[src/rtl/hex_pkg.sv]
// Shared types and helpers for the hex display scan driver.
package hex_pkg;

  typedef logic [6:0] seg_t;

  localparam seg_t SEG_OFF = 7'h7F;

  typedef enum logic [1:0] {
    IDLE  = 2'd0,
    BLANK = 2'd1,
    SHOW  = 2'd2
  } scan_state_t;

  function automatic logic [7:0] onehot8(input logic [2:0] idx);
    onehot8 = 8'h01 << idx;
  endfunction

endpackage

[src/rtl/hex_slot_ctr.sv]
// Per-slot cycle counter: strobes the end of blanking and the end of the slot.
module hex_slot_ctr #(
  parameter int SCAN_DIV  = 50000,
  parameter int BLANK_CYC = 64
) (
  input  logic clk_i,
  input  logic rst_ni,
  input  logic clr_i,
  output logic blank_done_o,
  output logic slot_done_o
);

  localparam int CNT_W = $clog2(SCAN_DIV);

  logic [CNT_W-1:0] cnt_q;

  assign blank_done_o = (cnt_q == CNT_W'(BLANK_CYC - 1));
  assign slot_done_o  = (cnt_q == CNT_W'(SCAN_DIV - 1));

  // Free-running within a slot, restarting on clear or at the last cycle of the slot.
  always_ff @(posedge clk_i or negedge rst_ni) begin
    if (!rst_ni) begin
      cnt_q <= '0;
    end else if (clr_i || slot_done_o) begin
      cnt_q <= '0;
    end else begin
      cnt_q <= cnt_q + CNT_W'(1);
    end
  end

endmodule

[src/rtl/hex_scan_driver.sv]
// Time-multiplexed eight-digit seven-segment scanner with per-frame snapshot.
// Optional brightness control is compiled in with `define HEX_DIM_EN.
module hex_scan_driver
  import hex_pkg::*;
#(
  parameter int SCAN_DIV   = 50000,
  parameter int BLANK_CYC  = 64,
  parameter int NUM_DIGITS = 8
) (
  input  logic       clk_i,
  input  logic       rst_ni,
  input  logic       en_i,
`ifdef HEX_DIM_EN
  input  logic [2:0] dim_i,
`endif
  input  logic [6:0] hex0_i,
  input  logic [6:0] hex1_i,
  input  logic [6:0] hex2_i,
  input  logic [6:0] hex3_i,
  input  logic [6:0] hex4_i,
  input  logic [6:0] hex5_i,
  input  logic [6:0] hex6_i,
  input  logic [6:0] hex7_i,
  output logic [6:0] seg_o,
  output logic [7:0] dig_o,
  output logic       frame_o
);

  if (NUM_DIGITS != 8) begin : g_chk_digits
    $error("hex_scan_driver supports exactly 8 digits");
  end
  if (SCAN_DIV < 2 || SCAN_DIV <= BLANK_CYC || BLANK_CYC < 1) begin : g_chk_timing
    $error("hex_scan_driver needs SCAN_DIV >= 2, SCAN_DIV > BLANK_CYC >= 1");
  end

  scan_state_t state_q;
  logic [2:0]  digit_q;
  seg_t        snap_q [8];
  seg_t        hex_s  [8];
  seg_t        seg_q;
  logic [7:0]  dig_q;
  logic        frame_q;
  logic        blank_done_s;
  logic        slot_done_s;
  logic        cnt_clr_s;
  logic        frame_start_s;

  assign hex_s[0] = hex0_i;
  assign hex_s[1] = hex1_i;
  assign hex_s[2] = hex2_i;
  assign hex_s[3] = hex3_i;
  assign hex_s[4] = hex4_i;
  assign hex_s[5] = hex5_i;
  assign hex_s[6] = hex6_i;
  assign hex_s[7] = hex7_i;

  assign cnt_clr_s     = !en_i || (state_q == IDLE);
  // A frame begins on enable from idle or when the last digit's slot wraps.
  assign frame_start_s = en_i && ((state_q == IDLE) ||
                         ((state_q == SHOW) && slot_done_s && (digit_q == 3'd7)));

  hex_slot_ctr #(
    .SCAN_DIV  (SCAN_DIV),
    .BLANK_CYC (BLANK_CYC)
  ) u_slot_ctr (
    .clk_i        (clk_i),
    .rst_ni       (rst_ni),
    .clr_i        (cnt_clr_s),
    .blank_done_o (blank_done_s),
    .slot_done_o  (slot_done_s)
  );

`ifdef HEX_DIM_EN
  if (SCAN_DIV - BLANK_CYC < 8) begin : g_chk_dim
    $error("HEX_DIM_EN needs SCAN_DIV - BLANK_CYC >= 8");
  end

  localparam int PH_RAW = (SCAN_DIV - BLANK_CYC) / 8;
  localparam int PH_LEN = (PH_RAW < 1) ? 1 : PH_RAW;
  localparam int PH_W   = (PH_LEN > 1) ? $clog2(PH_LEN) : 1;

  logic [PH_W-1:0] ph_cnt_q;
  logic [2:0]      phase_q;
  logic [2:0]      phase_nx_s;
  logic [2:0]      dim_q;
  logic            ph_wrap_s;
  logic            lit_s;

  // Leftover cycles beyond eight full phases stay in phase 7.
  assign ph_wrap_s  = (ph_cnt_q == PH_W'(PH_LEN - 1));
  assign phase_nx_s = (ph_wrap_s && (phase_q != 3'd7)) ? phase_q + 3'd1 : phase_q;
  assign lit_s      = (phase_nx_s <= dim_q);

  // Brightness phase tracking, restarted at the first lit cycle of every slot.
  always_ff @(posedge clk_i or negedge rst_ni) begin
    if (!rst_ni) begin
      ph_cnt_q <= '0;
      phase_q  <= 3'd0;
    end else if (!en_i || (state_q != SHOW)) begin
      ph_cnt_q <= '0;
      phase_q  <= 3'd0;
    end else begin
      ph_cnt_q <= ph_wrap_s ? '0 : ph_cnt_q + PH_W'(1);
      phase_q  <= phase_nx_s;
    end
  end
`endif

  // Frame snapshot of the patterns (and brightness) so mid-frame writes cannot tear.
  always_ff @(posedge clk_i or negedge rst_ni) begin
    if (!rst_ni) begin
      snap_q <= '{default: SEG_OFF};
`ifdef HEX_DIM_EN
      dim_q  <= 3'd0;
`endif
    end else if (frame_start_s) begin
      snap_q <= hex_s;
`ifdef HEX_DIM_EN
      dim_q  <= dim_i;
`endif
    end else begin
      snap_q <= snap_q;
`ifdef HEX_DIM_EN
      dim_q  <= dim_q;
`endif
    end
  end

  // Scan FSM; outputs are set from the state being entered so they are registered.
  always_ff @(posedge clk_i or negedge rst_ni) begin
    if (!rst_ni) begin
      state_q <= IDLE;
      digit_q <= 3'd0;
      seg_q   <= SEG_OFF;
      dig_q   <= 8'h00;
      frame_q <= 1'b0;
    end else if (!en_i) begin
      state_q <= IDLE;
      digit_q <= 3'd0;
      seg_q   <= SEG_OFF;
      dig_q   <= 8'h00;
      frame_q <= 1'b0;
    end else begin
      case (state_q)
        IDLE: begin
          state_q <= BLANK;
          digit_q <= 3'd0;
          seg_q   <= SEG_OFF;
          dig_q   <= 8'h00;
          frame_q <= 1'b1;
        end
        BLANK: begin
          frame_q <= 1'b0;
          if (blank_done_s) begin
            state_q <= SHOW;
            seg_q   <= snap_q[digit_q];
            dig_q   <= onehot8(digit_q);
          end else begin
            state_q <= BLANK;
            seg_q   <= SEG_OFF;
            dig_q   <= 8'h00;
          end
        end
        SHOW: begin
          if (slot_done_s) begin
            state_q <= BLANK;
            digit_q <= digit_q + 3'd1;
            seg_q   <= SEG_OFF;
            dig_q   <= 8'h00;
            frame_q <= (digit_q == 3'd7);
          end else begin
            state_q <= SHOW;
            dig_q   <= onehot8(digit_q);
            frame_q <= 1'b0;
`ifdef HEX_DIM_EN
            seg_q   <= lit_s ? snap_q[digit_q] : SEG_OFF;
`else
            seg_q   <= snap_q[digit_q];
`endif
          end
        end
        default: begin
          state_q <= IDLE;
          digit_q <= 3'd0;
          seg_q   <= SEG_OFF;
          dig_q   <= 8'h00;
          frame_q <= 1'b0;
        end
      endcase
    end
  end

  assign seg_o   = seg_q;
  assign dig_o   = dig_q;
  assign frame_o = frame_q;

endmodule

[config.mk]
export PLATFORM = sky130hd
export DESIGN_NAME = hex_scan_driver
export DESIGN_NICKNAME = d
export VERILOG_FILES = /design/src/rtl/hex_pkg.sv /design/src/rtl/hex_slot_ctr.sv /design/src/rtl/hex_scan_driver.sv
export SDC_FILE = /design/constraint.sdc
export NUM_CORES = 1
export LEC_CHECK = 0
export CAP_MARGIN = 20
export CORE_ASPECT_RATIO = 1.75
export CORE_MARGIN = 2
export CORE_UTILIZATION = 45
export CTS_CLUSTER_DIAMETER = 50
export CTS_CLUSTER_SIZE = 12
export DETAILED_ROUTE_END_ITERATION = 10
export HOLD_SLACK_MARGIN = 0.06
export PLACE_DENSITY_LB_ADDON = 0.1
export SETUP_SLACK_MARGIN = 0.3
export SLEW_MARGIN = 15
export SYNTH_ARGS = -nofsm -noshare
export SYNTH_HDL_FRONTEND = slang
export SYNTH_SLANG_ARGS = --single-unit
[constraint.sdc]
create_clock -name clk_i -period 2.6 [get_ports clk_i]
set_input_delay 0.39 -clock clk_i [delete_from_list [all_inputs] [get_ports clk_i]]
set_output_delay 0.39 -clock clk_i [all_outputs]
set_load 0.02 [all_outputs]
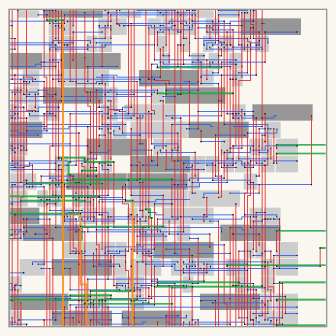
Fig. 1. A small window of the routed layout (run 1).
Window x 39 to 89, y 90 to 140 µm. Cells in grey, sequential cells in the stronger grey; small squares are vias.
layer	colour
M3	green
M4	orange
M1	blue
M2	red
cells with their middle in the window	132
most frequent	and2_1 (21), dfstp_2 (21)
netlist names of flops here include	snap_q (21)
sequential cells in the window	21

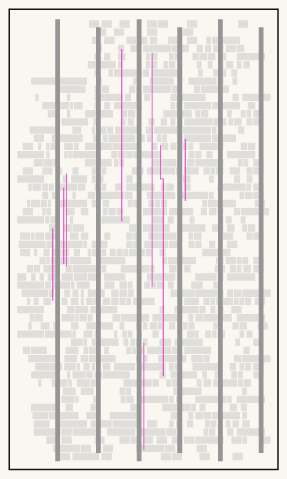
Fig. 2. Metal 4 (run 1).
(3 px per µm) Supply wires on this layer in grey.
nets with wire on the layer	8
wire length on this layer	348 µm
main direction	vertical
total number of vias: 5,246
wire length after detailed routing: 17,400 µm

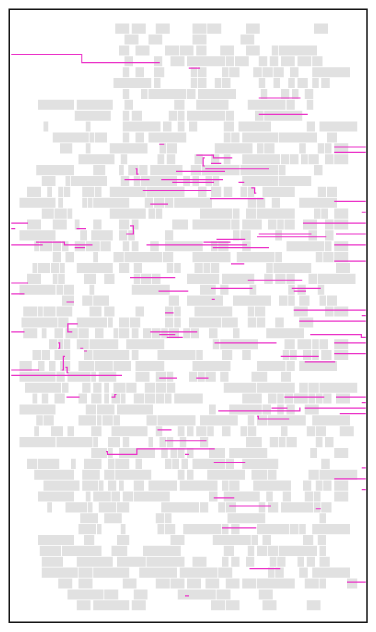
Fig. 3. M3 wires (run 1).
(4 px per µm)
wire length on this layer	764 µm
main direction	horizontal
met3 usage in global routing: 3.73%

==> datasheet_impl.txt, run 1 <==
Physical implementation characteristics

Parameter                              Value

Status
  Result of the run    completed

Finish
  Diodes inserted    0
  Sequential cell area share    34.0%
  Final instance area    around 7000 µm²
  Most used cells in the layout excluding fill and tap cells    sky130_fd_sc_hd__nand3_1 (73), sky130_fd_sc_hd__clkdlybuf4s50_1 (73), sky130_fd_sc_hd__o21ai_0 (64), sky130_fd_sc_hd__dfstp_2 (63), sky130_fd_sc_hd__nand4_1 (59)
  Register containing the most flip-flops in the final layout    snap_q
  Fill cells    between 1,000 and 1,500
  Finished Core Util    between 50% and 60%
  Flip-flop count of the largest register after layout    approximately 56
  Fraction of area in multi-input gates    a little over two fifths
  Total of plain and repair buffers excluding clock buffers    a little over 100
  Count of inverters not on the clock network in the layout    15
  Non-clock buffer contribution to total cell area    around 15%
  Combinational gates    ~430

Worst setup path
  Worst EP arrival    2.63 ns
  Critical path cell sequence    or4_4 -> or4_4 -> or4_4 -> a2111oi_2
  Largest delay share family, worst path    simple AND/OR/NAND/NOR gates
  Buffering stage count on the worst path with inverters included    0
  Kind of critical path    register to register
  Most common cell type on the critical path    sky130_fd_sc_hd__or4_4
  Reg2Reg Launch Point    u_slot_ctr.cnt_q[13]
  Depth of the most critical reg-to-reg path    4

STA
  Clock tree skew after final layout    about 0.009 ns
  Worst Tran Pin Value    0.845 ns
  Post-route fraction of the period consumed by the critical path    slightly above 90%
  Unrepaired setup endpoints after global routing    yes
  Total Neg Setup Slack    0 ns
  Min setup slack post-route    around 0.2 ns

Synthesis
  Post-synthesis cell type count    approximately 49
  Register area share after synthesis    between 40% and 50%
  Gate count of the mapped netlist    601
  Yosys warning tally    0
  Synthesized area per cell    ~9.5 µm²
  Yosys-reported design area after synthesis    between 5000 and 6000 µm²
  Primary FF master, synth    sky130_fd_sc_hd__dfstp_2

Pwr
  Sum of internal, switching and leakage power    ~3.6 mW
  Power consumed by sequential cells    between 1.5 and 2 mW
  Heaviest power group    registers

Hold path
  Class of the worst hold path    primary input to async pin

GRT
  Number of global-route vias before repair    between 5,000 and 6,000
  Gr usage total    about 26%
  Met1 global-route usage    between 30% and 40%
  GR Layer Usage met2    43.0%

Placed design
  Inst Count DP    between 800 and 900
  I/O Buffers    between 70 and 80

Drt
  WL met1    between 7000 and 8000 µm
  Met3 layer wire length in the routed design    about 760 µm
  Drt first-iter violations    between 400 and 500
  Router iterations before antenna repair    5
  Ratio of routed vias to standard cells    roughly 6.3

Floorplanning
  Number of ports placed on the die boundary    roughly 75
  Row count    roughly 54
  Die boundary height    around 150 µm
  Number of well-tap cells placed    roughly 170

CTS
  Number of instances resized during post-cts repair    6
  Clock Pin Slew Worst Setup and Hold Paths    0.06 ns
  Number of levels in the clock H-tree    3
  Clock tree from TritonCTS    built
  Clock root cell    sky130_fd_sc_hd__clkbuf_16
  Total CTS buffers    9
  Clock sink count    slightly above 90
run 1: kinds of logic (layout without fill, tap and decap cells):
logic type               Yosys count  in the layout  synth area share, %
buffers and inverters             75            133                 5.71
flip-flops                        93             93                 42.2
multiplexers                      21             21                 6.91
AND/OR/NAND/NOR                  245            246                 24.6
AND-OR/OR-AND                    144            144                 16.3
adder cells (fa/ha/maj)           11             11                 2.41
XOR/XNOR                          12             12                 1.84
run 1: worst min path at each step:
stage / startpoint / to / cells after the start
detailed placement: u_slot_ctr.cnt_q[0] / u_slot_ctr.cnt_q[0] / 1
global placement: u_slot_ctr.cnt_q[0] / u_slot_ctr.cnt_q[0] / 1
global route: rst_ni / digit_q[2] / 1
CTS: rst_ni / dig_o[3] / 1
floorplan: rst_ni / dig_o[0] / 0
finish: rst_ni / digit_q[2] / 1
==> run 2, diff against run 1 <==
--- a/config.mk
+++ b/config.mk
@@ -5,7 +5,7 @@
 export SDC_FILE = /design/constraint.sdc
 export NUM_CORES = 1
 export LEC_CHECK = 0
-export CAP_MARGIN = 20
+export CAP_MARGIN = 10
 export CORE_ASPECT_RATIO = 1.75
 export CORE_MARGIN = 2
 export CORE_UTILIZATION = 45
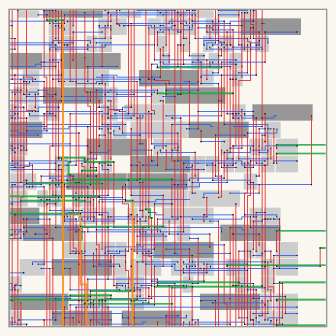
Fig. 4. A small window of the routed layout (run 2).
Window x 39 to 89, y 90 to 140 µm. Cells in grey, sequential cells in the stronger grey; small squares are vias.
layer	colour
M4	orange
M3	green
M1	blue
M2	red
most frequent	and2_1 (21), dfstp_2 (21)
sequential cells in the window	21
netlist names of flops here include	snap_q (21)
cells with their middle in the window	132

==> run 2 against run 1 <==
  * Die area is the same
  * Largest power group unchanged
  * Total power unchanged
  * Flip-flop count did not move
  * Synthesized cell count did not move
==> datasheet_impl.txt, run 2 <==
Physical implementation characteristics

Parameter                              Value

Status
  Result of the run    completed

Finish
  Final non-filler cell total    between 800 and 900
  Flip-flop count of the largest register after layout    around 56
  Diodes inserted    0
  Fraction of final layout cells with drive strength greater than 1    about a quarter
  Fill cells    1,160
  Finished Core Util    ~57%
  Number of nets in the final layout    slightly above 700
  Most used cells in the layout excluding fill and tap cells    sky130_fd_sc_hd__nand3_1 (73), sky130_fd_sc_hd__clkdlybuf4s50_1 (73), sky130_fd_sc_hd__o21ai_0 (64), sky130_fd_sc_hd__dfstp_2 (63), sky130_fd_sc_hd__nand4_1 (59)
  Register containing the most flip-flops in the final layout    snap_q
  Final instance area    7090 µm²

Synthesis
  Area fraction in full adders, half adders and majority gates    approximately 2.4%
  Top cell type by total area after synthesis    sky130_fd_sc_hd__dfstp_2
  Simple-Gate Fraction of Synth Area    between 20% and 30%
  Most area-consuming cells after synthesis    sky130_fd_sc_hd__dfstp_2 (29%), sky130_fd_sc_hd__dfrtp_1 (13%), sky130_fd_sc_hd__a22oi_1 (7.4%)
  Area fraction in compound gates after synthesis    16.3%
  Area fraction in xor and xnor cells    1.84%
  Register area share after synthesis    between 40% and 50%
  Yosys-reported design area after synthesis    between 5000 and 6000 µm²
  Most frequent cells after synthesis    sky130_fd_sc_hd__nand3_1 (74), sky130_fd_sc_hd__o21ai_0 (65), sky130_fd_sc_hd__dfstp_2 (63)
  Synthesized area per cell    about 9.5 µm²
  Flip-flop and latch count after synthesis    approximately 93
  Net count after synthesis    671
  Number of cells in the yosys synthesis report    around 600
  Mux cell area share after synthesis    under 10%
  Post-synthesis cell type count    49
  Main logic family after synthesis    simple AND/OR/NAND/NOR gates
  Post-synth top area share    29.0%
  Yosys warning tally    0
  Gate count of the mapped netlist    between 600 and 700
  Primary FF master, synth    sky130_fd_sc_hd__dfstp_2
  Combined area of all synthesized cells    5700 µm²

STA
  Worst hold slack    about 0.17 ns
  Slew HR    a little over two fifths
  Clock tree skew after final layout    0.00904 ns
  Count of final hold-check violations    0
  Number of max-slew violations in the final report    0
  Post-route fraction of the period consumed by the critical path    between 90% and 100%
  Clock period minus worst slack    approximately 2.4 ns
  Total Neg Setup Slack    0 ns
  Min setup slack post-route    roughly 0.2 ns
  Worst Tran Pin Value    approximately 0.85 ns
  Unrepaired setup endpoints after global routing    yes
  Finish-stage setup viols    0

Pwr
  Leakage power total    ~2.5 nW
  Worst-case vdd ir drop    approximately 0.33 mV
  Sum of internal, switching and leakage power    approximately 3.6 mW
  PD cells    ~510 nW/µm²

Worst setup path
  Worst EP arrival    2.63 ns
  Maximum net fanout on the critical path    5
  Buffering stage count on the worst path with inverters included    0
  Destination of the worst register-to-register timing path    dig_o[1]
  Reg-to-reg slack, setup    0.20 ns
  Critical path cell sequence    or4_4 -> or4_4 -> or4_4 -> a2111oi_2
  Depth of the most critical reg-to-reg path    4
  Termination of the worst setup path    dig_o[1]
  Kind of critical path    register to register
  Nature of the critical path endpoint    register
  Most common cell type on the critical path    sky130_fd_sc_hd__or4_4
  Reg2Reg Launch Point    u_slot_ctr.cnt_q[13]
  Required time of the worst setup path    approximately 2.8 ns
  Largest delay share family, worst path    simple AND/OR/NAND/NOR gates

Floorplanning
  Area of the die    roughly 14,000 µm²
  Floorplan core area    about 12,000 µm²
  Row count    ~54
  Number of ports placed on the die boundary    ~75
  Initial core utilization    between 40% and 50%

Drt
  Remaining antenna violation count    0
  Wire length after detailed routing    17,400 µm
  Router iterations before antenna repair    5
  Met3 layer wire length in the routed design    roughly 760 µm
  # DRC    0
  Metal2 WL    approximately 9100 µm
  Ratio of routed vias to standard cells    ~6.3
  Uppermost layer routed    met4
  WL met1    a little over 7000 µm
  Drt first-iter violations    446
  Total number of vias    ~5,200

CTS
  Number of instances resized during post-cts repair    6
  Largest buffer count on any clock path    2
  Clk ins delay skew pair    between 0.3 and 0.4 ns
  Total CTS buffers    9
  Clock root cell    sky130_fd_sc_hd__clkbuf_16
  Clock sink count    93
  Clock Pin Slew Worst Setup and Hold Paths    about 0.060 ns
  Number of levels in the clock H-tree    3
  Clock tree from TritonCTS    built

GRT
  GR Layer Usage met2    a little over two fifths
  Largest net degree at the start of global routing    62
  Most heavily used metal layer in global routing    met2
  Met1 global-route usage    34.6%
  Total overflow reported by the global router    0
  Number of global-route vias before repair    approximately 5,200
  Met3 usage in global routing    ~3.7%
  Gr usage total    25.9%
  Number of antenna violations at the first check in global routing    0
  Global-route wire length before repair    between 20,000 and 30,000 µm

Placed design
  Final RePlAce weighted congestion    between 0.8 and 0.9
  Area post-placement    6680 µm²
  Inst Count DP    806
  Detailed-placement wirelength estimate    11,000 µm

Hold path
  Class of the worst hold path    primary input to async pin

Flow run
  OpenROAD warning count    36
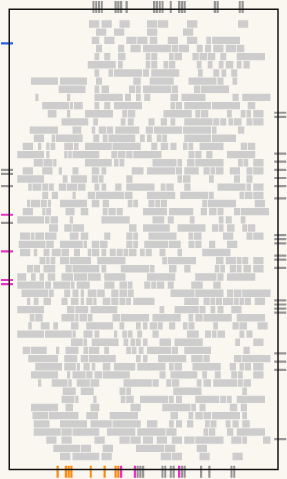
Fig. 5. Pin placement (run 2).
(3 px per µm) Pins as bars across the die edge, other pins in grey.
port	colour	pins	direction	edge
clk_i	blue	1	input	west
dig_o	orange	8	output	south
hex4_i	magenta	7	input	4 west, 3 south
I/O Buffers: 74
Chip Width: 89.1 µm
die boundary height: 153 µm

## run 2: cell counts after synthesis
Identical to the previous run, type by type.
## run 2: cell type report
class | count | area, µm² | share of cell area (%)
clock buffer | 14 | 285 | 4.02
sequential | 93 | 2410 | 34.0
clock inverter | 1 | 5.00 | 0.0706
tap | 168 | 210 | 2.97
timing repair buffer | 103 | 1030 | 14.6
inverter | 15 | 56.3 | 0.794
multi-input combinational | 434 | 3090 | 43.6
## run 2: worst register-to-register path: cells and delay by family, from the launching register on
family             cells  cell delay (ns)
and+or+nand+nor        3             1.51
AOI/OAI and AO/OA      1             0.40
DFF                    1             0.38
## run 2: report_power, final
part	internal, mW	leakage, nW	switching, mW
clock network	0.755	0.144	0.567
registers	1.61	1.08	0.0541
logic	0.303	1.26	0.292
No activity file was given, so power comes from the tool's default toggle rates.
